`src/rtl/timer_dev_if.sv`:
```
// CPU external-bus bundle for the timer: word address, write data/strobe, read data.
// Combinational read path, writes accepted every cycle; no backpressure.
interface timer_dev_if;
  logic [29:0] PrAddr;
  logic [31:0] PrWD;
  logic        PrWrite;
  logic [31:0] PrRD;

  modport master (output PrAddr, output PrWD, output PrWrite, input PrRD);
  modport slave  (input PrAddr, input PrWD, input PrWrite, output PrRD);
endinterface

```
`src/rtl/timer_dev.sv`:
```
// Memory-mapped countdown timer (CTRL/PRESET/COUNT) driving one IRQ; TIMER_MODE1_EN adds auto-reload.
// Reads 0-cycle combinational, writes land on the next edge; bus never stalls.
module timer_dev #(
  parameter logic [31:0] BASE_ADDR = 32'h0000_7F00
) (
  input  logic        clk,
  input  logic        reset,
  timer_dev_if.slave  bus,
  output logic        IRQ
);

  typedef enum logic [1:0] {S_IDLE, S_LOAD, S_CNT, S_INT} state_t;

  state_t      state, state_nxt;
  logic [31:0] preset, count, count_nxt;
  logic        ctrl_en, ctrl_im, irq_flag;
  logic [1:0]  ctrl_mode;
  logic        mode1;
  logic        hit, wr_ctrl, wr_preset;
  logic        irq_set, irq_clr, en_clr;

  assign hit       = (bus.PrAddr[29:2] == BASE_ADDR[31:4]);
  assign wr_ctrl   = bus.PrWrite && hit && (bus.PrAddr[1:0] == 2'd0);
  assign wr_preset = bus.PrWrite && hit && (bus.PrAddr[1:0] == 2'd1);
  assign mode1     = (ctrl_mode == 2'b01);
  assign IRQ       = ctrl_im & irq_flag;

  always_comb begin
    bus.PrRD = 32'h0;
    if (hit) begin
      case (bus.PrAddr[1:0])
        2'd0:    bus.PrRD = {28'h0, ctrl_im, ctrl_mode, ctrl_en};
        2'd1:    bus.PrRD = preset;
        2'd2:    bus.PrRD = count;
        default: bus.PrRD = 32'h0;
      endcase
    end
  end

  // FSM acts on register values from before the edge; CPU writes are folded in below.
  always_comb begin
    state_nxt = state;
    count_nxt = count;
    irq_set   = 1'b0;
    irq_clr   = 1'b0;
    en_clr    = 1'b0;
    case (state)
      S_IDLE: if (ctrl_en) state_nxt = S_LOAD;
      S_LOAD: begin
        count_nxt = preset;
        state_nxt = S_CNT;
      end
      S_CNT: begin
        if (!ctrl_en) begin
          state_nxt = S_IDLE;
        end else if (count <= 32'd1) begin
          count_nxt = 32'd0;
          irq_set   = 1'b1;
          state_nxt = S_INT;
        end else begin
          count_nxt = count - 32'd1;
        end
      end
      default: begin
`ifdef TIMER_MODE1_EN
        if (mode1) begin
          irq_clr   = 1'b1;
          state_nxt = ctrl_en ? S_LOAD : S_IDLE;
        end else begin
          en_clr    = 1'b1;
          state_nxt = S_IDLE;
        end
`else
        en_clr    = 1'b1;
        state_nxt = S_IDLE;
`endif
      end
    endcase
  end

`ifdef TIMER_MODE1_EN
  always_ff @(posedge clk) begin
    if (reset)        ctrl_mode <= 2'b00;
    else if (wr_ctrl) ctrl_mode <= bus.PrWD[2:1];
  end
`else
  assign ctrl_mode = 2'b00;
`endif

  always_ff @(posedge clk) begin
    if (reset) begin
      state    <= S_IDLE;
      count    <= 32'h0;
      preset   <= 32'h0;
      ctrl_en  <= 1'b0;
      ctrl_im  <= 1'b0;
      irq_flag <= 1'b0;
    end else begin
      state <= state_nxt;
      count <= count_nxt;
      if (wr_preset) preset <= bus.PrWD;
      // A CPU write to EN overrides the expiry-time EN clear.
      if (wr_ctrl) begin
        ctrl_en <= bus.PrWD[0];
        ctrl_im <= bus.PrWD[3];
      end else if (en_clr) begin
        ctrl_en <= 1'b0;
      end
      // Setting beats any clear so an expiry is never lost.
      if (irq_set)                            irq_flag <= 1'b1;
      else if (irq_clr || (wr_ctrl && !mode1)) irq_flag <= 1'b0;
    end
  end

endmodule

```
`src/flat_wrapper.sv`:
```
// flat-port wrapper written by rule: the top's interface ports become plain ports
module timer_dev_flat 
#(
  parameter logic [31:0] BASE_ADDR = 32'h0000_7F00
)
  (clk, reset, IRQ, bus_PrAddr, bus_PrWD, bus_PrWrite, bus_PrRD);
  timer_dev_if bus_i ();
  input  logic clk;
  input  logic reset;
  output logic IRQ;
  input wire logic [$bits(bus_i.PrAddr)-1:0] bus_PrAddr;
  input wire logic [$bits(bus_i.PrWD)-1:0] bus_PrWD;
  input wire logic [$bits(bus_i.PrWrite)-1:0] bus_PrWrite;
  output wire logic [$bits(bus_i.PrRD)-1:0] bus_PrRD;
  assign bus_i.PrAddr = bus_PrAddr;
  assign bus_i.PrWD = bus_PrWD;
  assign bus_i.PrWrite = bus_PrWrite;
  assign bus_PrRD = bus_i.PrRD;
  timer_dev #(.BASE_ADDR(BASE_ADDR)) u_core (.clk(clk), .reset(reset), .bus(bus_i), .IRQ(IRQ));
endmodule
```
`config.mk`:
```
export PLATFORM = sky130hd
export DESIGN_NAME = timer_dev_flat
export DESIGN_NICKNAME = d
export VERILOG_FILES = /design/src/rtl/timer_dev_if.sv /design/src/rtl/timer_dev.sv /design/src/flat_wrapper.sv
export SDC_FILE = /design/constraint.sdc
export NUM_CORES = 1
export LEC_CHECK = 0
export ABC_AREA = 1
export CORE_MARGIN = 3
export CORE_UTILIZATION = 40
export DETAILED_ROUTE_END_ITERATION = 8
export HOLD_SLACK_MARGIN = 0.03
export MAX_ROUTING_LAYER = met4
export PLACE_DENSITY = 0.64
export SLEW_MARGIN = 15
export SYNTH_ARGS = -nofsm -noshare
export SYNTH_HDL_FRONTEND = slang
export SYNTH_SLANG_ARGS = --single-unit
export TNS_END_PERCENT = 1
```
`constraint.sdc`:
```
create_clock -name clk -period 3.85 [get_ports clk]
set_input_delay 0.385 -clock clk [delete_from_list [all_inputs] [get_ports clk]]
set_output_delay 0.385 -clock clk [all_outputs]
set_load 0.02 [all_outputs]
```
Figure 1. Floorplan with the power grid.
Pins as bars on the die edge. Tap cells in gray.
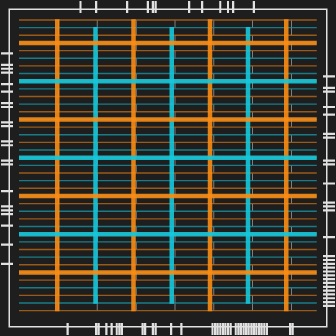
legend:
  VDD:
    color: cyan
  VSS:
    color: orange
met5 straps: 7
signal pins: 98
rows: 38
met1 rails: 39
standard cell core area: 10,940 µm²
die height: 112.4 µm
Chip Width: 112.4 µm

Figure 2. Cells colored by class.
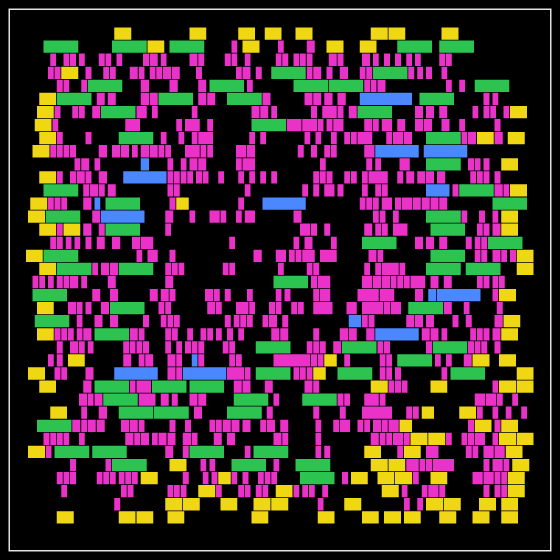
legend:
  clock drivers and dummy loads:
    color: blue
    cells: 16
    share_of_their_area: 5.2%
  all other logic:
    color: magenta
    cells: 666
    share_of_their_area: 52%
  other buffers and delay cells:
    color: yellow
    cells: 103
    share_of_their_area: 18%
  flip-flops:
    color: green
    cells: 69
    share_of_their_area: 24%
fraction of standard cell area that is sequential: 23.70%
final core area utilization: 53.31%
summed area of non-filler cells in the final layout: 5829 µm²
standard-cell row count: 38

==> results.yml <==
# generated from flow reports
status:
  outcome: "finished clean"
sta:
  hold_viol: 0
  worst_slew_margin_rel_pct: 34.50
  clock.fmax_ghz: 0.3191
  finalCritPeriodShare_pct: 81.40
  timing_worst_slew_pin_value_ns: 0.9801
layout:
  antenna_cells: 0
  nMultiInputCombCells: 581
  clkbuf_count: 12
  comb_area_um2: 2644
  final-clk-cell-share_pct: 5.044
placed_design:
  port-buffer-count: 97
  hpwl_um: 9361
worst_setup_path:
  critical_path.most_common_cell: "clkdlybuf4s50_1"
  path_delay_family: "buffers and inverters"
  path_buffers: 4
  critical-path-max-stage-delay_ns: 0.61
  cp.required_ns: 3.46
  crit-reg2reg-launch: "u_core.count[0]$_SDFFE_PP0P_"
synth:
  ys_cells: 769
  ys_sh_mux_pct: 0
  syn-instance-count: 769
  simple_gate_share_pct: 39.96
pwr:
  p_leak_nw: 2.538
worst_hold_path:
  hold_path_class: "register to register"
  cell_depth_of_the_worst_min_delay_path: 2
global_routing:
  met3_global_route_usage_pct: 4.259
  grt.overflow.total: 0
cts:
  cts-root-buf: "clkbuf_16"
  cts_hold_repair.buffers: 0
drt:
  drc: 0
  drt_iter0_markers: 307
floorplanning:
  floorplan.die_area_um2: 12620
Figure 3. Routed clock nets over the placement.
The bar under the picture is 20 µm long.
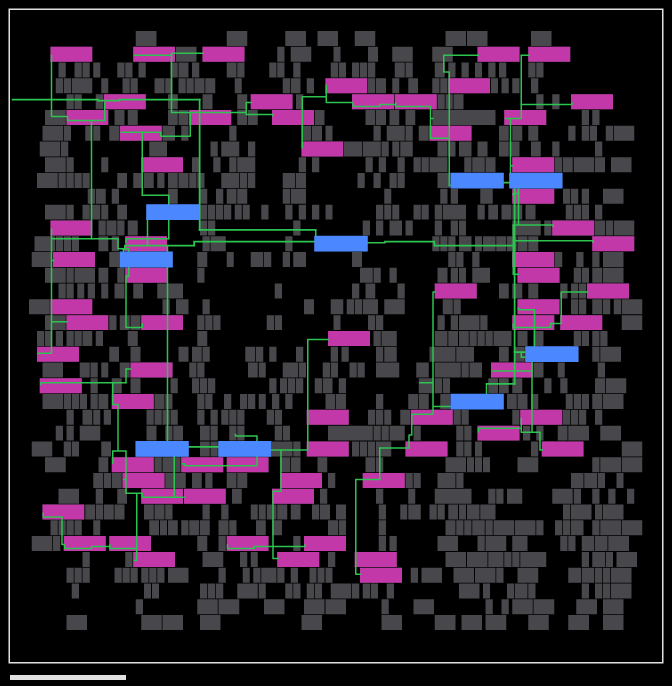
legend:
  cells driving clock nets:
    color: blue
    count: 9
  flip-flops:
    color: magenta
    count: 69
  clock wires:
    color: green
    length: 970 µm
routed clock nets: 10
clock network power: 0.000824 W
Clock Skews: 0.003746 ns
clk ins delay skew pair: 0.33 ns
power share of the clock group: 50.1%

Figure 4. Wiring by layer.
The bar under the picture is 20 µm long.
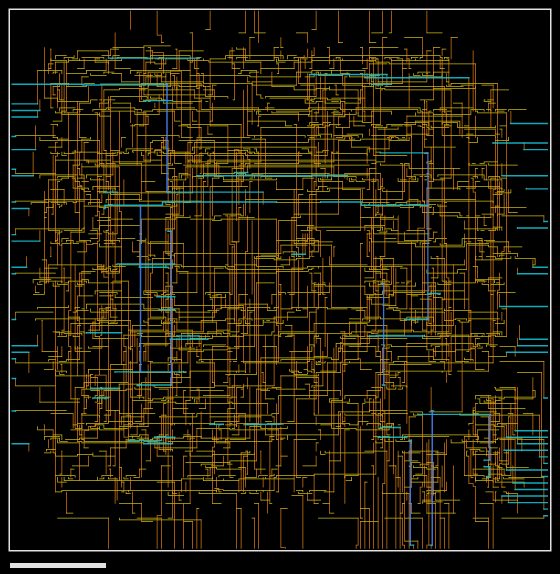
legend:
  met2:
    color: orange
    wire_length: 6,200 µm
  met4:
    color: blue
    wire_length: 204 µm
  met1:
    color: yellow
    wire_length: 6,090 µm
  met3:
    color: cyan
    wire_length: 599 µm
total wirelength of the detailed-routed design: 13,090 µm
Total Routing Usage GR: 21.51%
Avg WL per Cell: 13.17 µm
vias after detailed routing: 4,916

-- sequential cells by signal, summed over array words and instances, names as in the netlist --
| register | flops |
|---|---|
| u_core.ctrl_im | 1 |
| u_core.count | 32 |
| u_core.irq_flag | 1 |
| u_core.preset | 32 |
| u_core.state | 2 |
| u_core.ctrl_en | 1 |
-- per-stage QoR --
step,cells,utilization (%),hold WS (ns)
finish,994,53.31,0.4710
global route,994,53.31,0.5095
CTS,994,53.31,0.4681
detailed placement,978,50.62,0.4596
global placement,978,50.62,0.4546
floorplan,769,-,0.4351
-- layout by cell type (no fill, tap or decap), types with 2 or more instances in the layout --
| cell type | count |
|---|---|
| inv_1 | 82 |
| inv_2 | 3 |
| clkbuf_16 | 9 |
| nand2_1 | 214 |
| o21bai_1 | 4 |
| buf_4 | 6 |
| or2_2 | 5 |
| nand3_2 | 4 |
| o21ai_2 | 6 |
| clkdlybuf4s50_1 | 97 |
| nand4_1 | 12 |
| nor2_1 | 148 |
| a21oi_1 | 65 |
| clkbuf_1 | 2 |
| nand3_1 | 24 |
| dfxtp_1 | 69 |
| nor2_4 | 2 |
| xor2_1 | 2 |
| nor2_2 | 10 |
| xnor2_1 | 4 |
| nand3b_1 | 2 |
| clkinv_2 | 2 |
| o21ai_0 | 67 |
| nand2_2 | 2 |
| ha_1 | 2 |
-- worst reg2reg max path: cells and delay by family (launching register included) --
kind | cells | cell delay (ns)
flops | 1 | 0.38
buf+inv | 1 | 0.11
compound gates | 1 | 0.19
simple gates | 6 | 1.31
fa+ha+maj | 1 | 0.25
-- report_power, final --
part | total, W | switching (W) | internal, W
Combinational | 0.000106 | 0.0000416 | 0.0000642
Clock | 0.000824 | 0.000307 | 0.000517
Sequential | 0.000714 | 0.000000000000752 | 0.000714
Total | 0.00164 | 0.000349 | 0.00130
Power and IR drop assume default switching activity.
